## src/rtl/truth_table_sweeper.sv

```systemverilog
// Exhaustive 4-input stimulus sweep around a combinational block.
// Captures y per vector into a 16-bit truth table and a ones count.
module truth_table_sweeper #(
  parameter int HOLD_CYCLES = 10
) (
  input  logic        clk,
  input  logic        rst_n,
  input  logic        start,
  input  logic        abort,
  output logic        g,
  output logic        t,
  output logic        u,
  output logic        e,
  input  logic        y,
  output logic        busy,
  output logic        done,
  output logic [15:0] truth_table,
  output logic [4:0]  ones_count
);

  localparam int HW = $clog2(HOLD_CYCLES) + 1;
  localparam logic [HW-1:0] LAST = HW'(HOLD_CYCLES - 1);

  typedef enum logic {IDLE, DRIVE} state_e;

  state_e        state_q, state_d;
  logic [3:0]    idx_q, idx_d;
  logic [3:0]    vec_q, vec_d;
  logic [HW-1:0] hold_q, hold_d;
  logic [15:0]   tt_q, tt_d;
  logic [4:0]    ones_q, ones_d;
  logic          done_q, done_d;

  always_ff @(posedge clk or negedge rst_n) begin
    if (!rst_n) begin
      state_q <= IDLE;
      idx_q   <= '0;
      vec_q   <= '0;
      hold_q  <= '0;
      tt_q    <= '0;
      ones_q  <= '0;
      done_q  <= 1'b0;
    end else begin
      state_q <= state_d;
      idx_q   <= idx_d;
      vec_q   <= vec_d;
      hold_q  <= hold_d;
      tt_q    <= tt_d;
      ones_q  <= ones_d;
      done_q  <= done_d;
    end
  end

  always_comb begin
    state_d = state_q;
    idx_d   = idx_q;
    vec_d   = vec_q;
    hold_d  = hold_q;
    tt_d    = tt_q;
    ones_d  = ones_q;
    done_d  = done_q;
    unique case (state_q)
      IDLE: begin
        vec_d = '0;
        if (start && !abort) begin
          state_d = DRIVE;
          idx_d   = '0;
          hold_d  = '0;
          done_d  = 1'b0;
          tt_d    = '0;
          ones_d  = '0;
        end
      end
      DRIVE: begin
        // abort beats a coincident final sample
        if (abort) begin
          state_d = IDLE;
          idx_d   = '0;
          hold_d  = '0;
          vec_d   = '0;
        end else if (hold_q == LAST) begin
          tt_d[idx_q] = y;
          ones_d      = ones_q + 5'(y);
          hold_d      = '0;
          if (idx_q == 4'd15) begin
            state_d = IDLE;
            idx_d   = '0;
            vec_d   = '0;
            done_d  = 1'b1;
          end else begin
            idx_d = idx_q + 4'd1;
            vec_d = idx_q + 4'd1;
          end
        end else begin
          hold_d = hold_q + HW'(1);
        end
      end
    endcase
  end

  always_comb begin
    busy         = (state_q == DRIVE);
    {g, t, u, e} = vec_q;
    done         = done_q;
    truth_table  = tt_q;
    ones_count   = ones_q;
  end

endmodule

```

## config.mk

```make
export PLATFORM = sky130hd
export DESIGN_NAME = truth_table_sweeper
export DESIGN_NICKNAME = d
export VERILOG_FILES = /design/src/rtl/truth_table_sweeper.sv
export SDC_FILE = /design/constraint.sdc
export NUM_CORES = 1
export LEC_CHECK = 0
export CAP_MARGIN = 40
export CORE_AREA = 2 2 75 77
export CTS_CLUSTER_SIZE = 30
export DETAILED_ROUTE_END_ITERATION = 8
export DIE_AREA = 0 0 77 79
export DONT_BUFFER_PORTS = 1
export SYNTH_ARGS = -nofsm -noshare
export SYNTH_HDL_FRONTEND = slang
export SYNTH_SLANG_ARGS = --single-unit
```

## constraint.sdc

```tcl
create_clock -name clk -period 2 [get_ports clk]
set_clock_uncertainty 0.1 [all_clocks]
set_input_delay 0.3 -clock clk [delete_from_list [all_inputs] [get_ports clk]]
set_output_delay 0.3 -clock clk [all_outputs]
set_load 0.01 [all_outputs]
```

==> run_1/port_trees.png <==
(6 px per um)
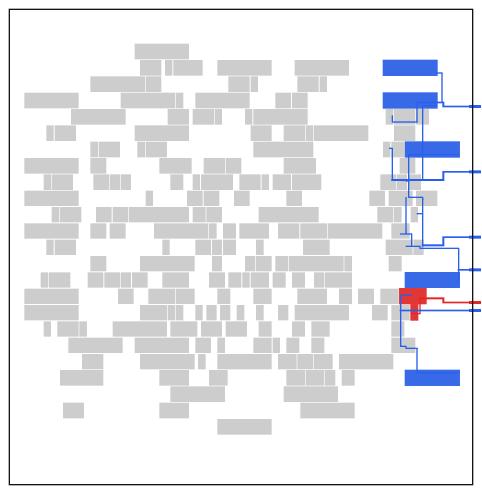
red -> `y`  # bits 1, direction input, end cells 2, buffers 0, wire 13.6 um
blue -> `ones_count`  # bits 5, direction output, end cells 5, buffers 0, wire 158 um
count of buffers inserted at the top-level ports: 0
count of boundary I/O pins: 32

==> run_1/gates.png <==
(4 px per um)
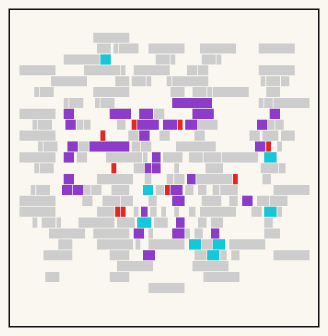
purple -> aoi and oai cells  # cells 32, most used a211oi_1
cyan -> non-inverting ao/oa cells  # cells 8, most used a22o_1
red -> inv cells  # cells 9, most used inv_1
highest-count logic cell in the final layout: sky130_fd_sc_hd__dfrtp_1
share of cell area taken by multi-input logic gates: 0.4642
number of standard cells in the layout, taps in and fillers out: 272

==> notes.md, run 1 <==
impl run done, here's what came out: met2 routed wirelength 2155 um, top logic cells by instance count in the layout 36 x sky130_fd_sc_hd__dfrtp_1, 25 x sky130_fd_sc_hd__nand2_1, 21 x sky130_fd_sc_hd__mux2i_1, count of flip-flops with a built-in enable after synthesis 0, post-layout utilization of the core 0.4292, setup tns final 0 ps, P&R area growth vs syn 10.77%, Comb pwr share 0.224, cell types with the largest area share after synthesis sky130_fd_sc_hd__dfrtp_1 44%, sky130_fd_sc_hd__mux2i_1 10%, sky130_fd_sc_hd__ha_1 4.8%, total number of warnings across the stage logs 31, highest clock rate 522.8 MHz, remaining global-route overflow 0, most used standard cells in the synthesized netlist 36 x sky130_fd_sc_hd__dfrtp_1, 25 x sky130_fd_sc_hd__nand2_1, 21 x sky130_fd_sc_hd__mux2i_1, global routing usage on met1 0.1980, run status finished, final reports clean, arrival time of the worst setup path 2030 ps, transition at the pin with the smallest max-transition slack 683.6 ps, R2R Path Start hold_q[1], number of distinct library cell variants in the gate-level netlist after synthesis 40, post-synthesis async set-or-reset flop share 1.000, number of hold violations in the final report 0, endpoints failing setup 0, WL met1 1953 um, area used by sequential logic in the layout 900.9 um2, Die Size 6083 um2, Hold Path End vec_q[3], antenna violations before repair 0, dominant power group registers, cell type taking the most area combinational gates, chain of cells forming the critical path inv_1 -> ha_1 -> nand4bb_4 -> a2111oi_0 -> buf_4 -> mux2i_1, Die W 77 um, worst slack at placement 82.70 ps, fill count 525, vias in the first global route 1564, kind of end point of the critical path register, sequential fraction of design power 0.464, global routing's busiest layer met2, flip-flops 36, critical path endpoint truth_table[0], Worst IR Drop VDD 0.2623 mV, Clock Power Share 0.312, Clock buffers and inverters, area share 0.04260, fraction of synthesized cell area taken by the top area cell type 0.4356, Antenna Cells 0, Largest register FFs 16, longest individual stage delay on the worst path 520 ps, per-instance average area after synthesis 10.61 um2
==> run_1/route_heat.png <==
(4 px per um) The die is cut into 15 by 16 equal tiles; white is low, dark blue is high, scaled to the fullest tile. Values are wire area over tile area, all layers added.
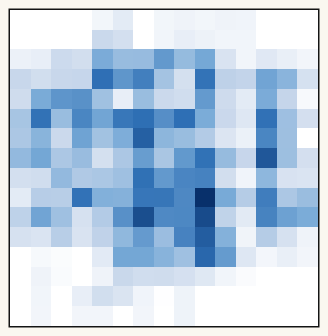
tiles over half the peak = 22%
densest ninth of the die = center
fullest tile = 0.43
mean over tiles = 0.12
nearly empty tiles = 18%

==> run_1/clock_wires.png <==
(6 px per um)
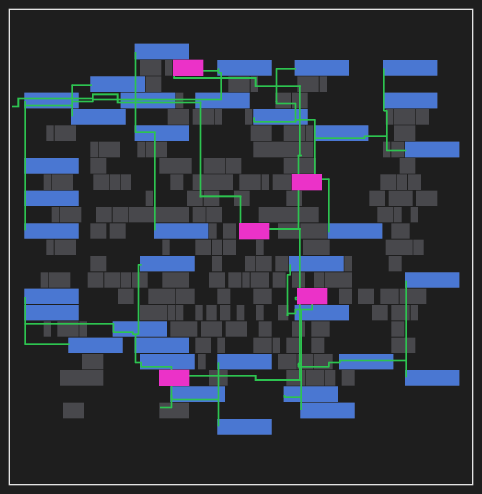
green -> clock wires  # length 513 um
magenta -> clock-net drivers  # count 5
blue -> flip-flops  # count 36
flops lie = widely spread

==> run_1/congestion_map.png <==
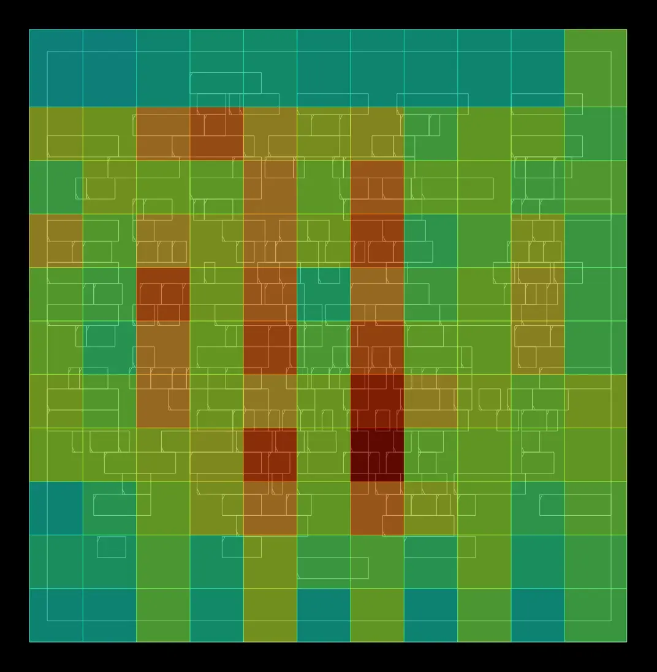

--- run 2 (diff from run 1) ---
- CELL_PAD_IN_SITES_DETAIL_PLACEMENT: default -> 1
- CELL_PAD_IN_SITES_GLOBAL_PLACEMENT: default -> 1
- PLACE_DENSITY_LB_ADDON: default -> 0.1
- SLEW_MARGIN: default -> 20
==> run_2/congestion_map.png <==
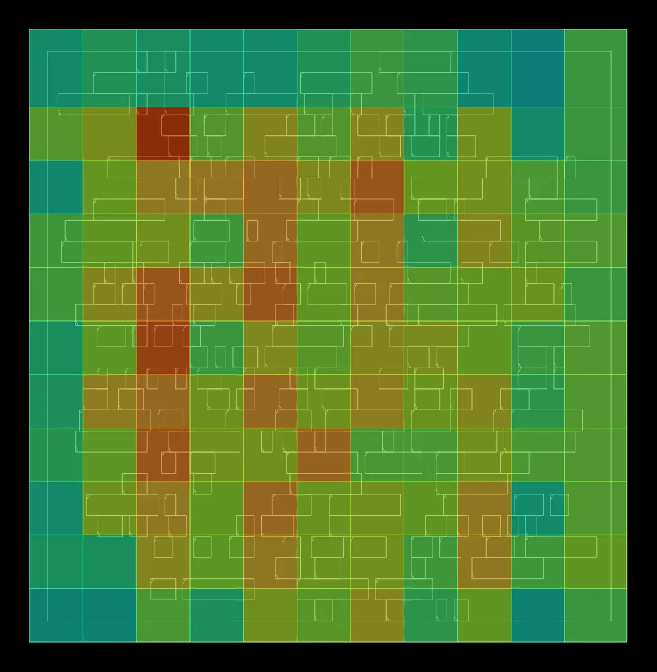
global routing usage on met1: 0.2366
global routing usage on met3: 0.04432

==> notes.md, run 2 <==
impl run done, here's what came out: run status finished, final reports clean, Largest register FFs 16 (unchanged), post-synthesis async set-or-reset flop share 1.000 (unchanged), arrival time of the worst setup path 1970 ps (-60 ps), setup tns final 0 ps (unchanged), worst slack at placement 107.2 ps (+24.50 ps), kind of end point of the critical path register, fraction of synthesized cell area taken by the top area cell type 0.4356 (unchanged), met2 routed wirelength 2307 um (+7.1%), longest individual stage delay on the worst path 440 ps (-80 ps), flip-flops 36 (unchanged), cell types with the largest area share after synthesis sky130_fd_sc_hd__dfrtp_1 44%, sky130_fd_sc_hd__mux2i_1 10%, sky130_fd_sc_hd__ha_1 4.8%, dominant power group registers, cell type taking the most area combinational gates, per-instance average area after synthesis 10.61 um2 (unchanged), most used standard cells in the synthesized netlist 36 x sky130_fd_sc_hd__dfrtp_1, 25 x sky130_fd_sc_hd__nand2_1, 21 x sky130_fd_sc_hd__mux2i_1, total number of warnings across the stage logs 30 (-3.2%), post-layout utilization of the core 0.4353 (+0.006094), number of standard cells in the layout, taps in and fillers out 270 (-0.74%), count of boundary I/O pins 32 (unchanged), count of buffers inserted at the top-level ports 0 (unchanged)
==> run_2/clock_wires.png <==
(6 px per um)
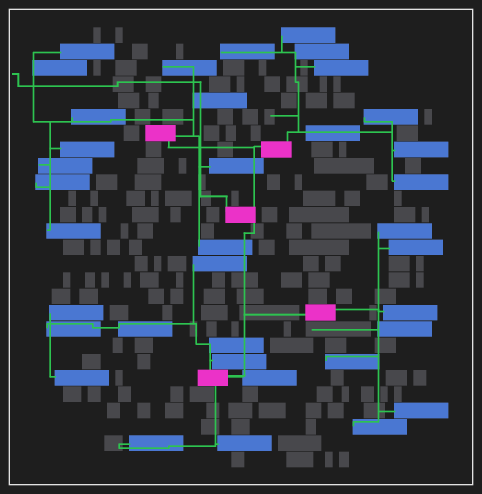
blue -> flip-flops  # count 36
green -> clock wires  # length 490 um
magenta -> clock-net drivers  # count 5
flops lie = widely spread
routed clock nets = 6
Clock Power Share: 0.334
power dissipated in the clock network: 0.627 mW
clock latency at the later pin of the worst-skew pair: 290 ps

No activity file was given, so power comes from the tool's default toggle rates.
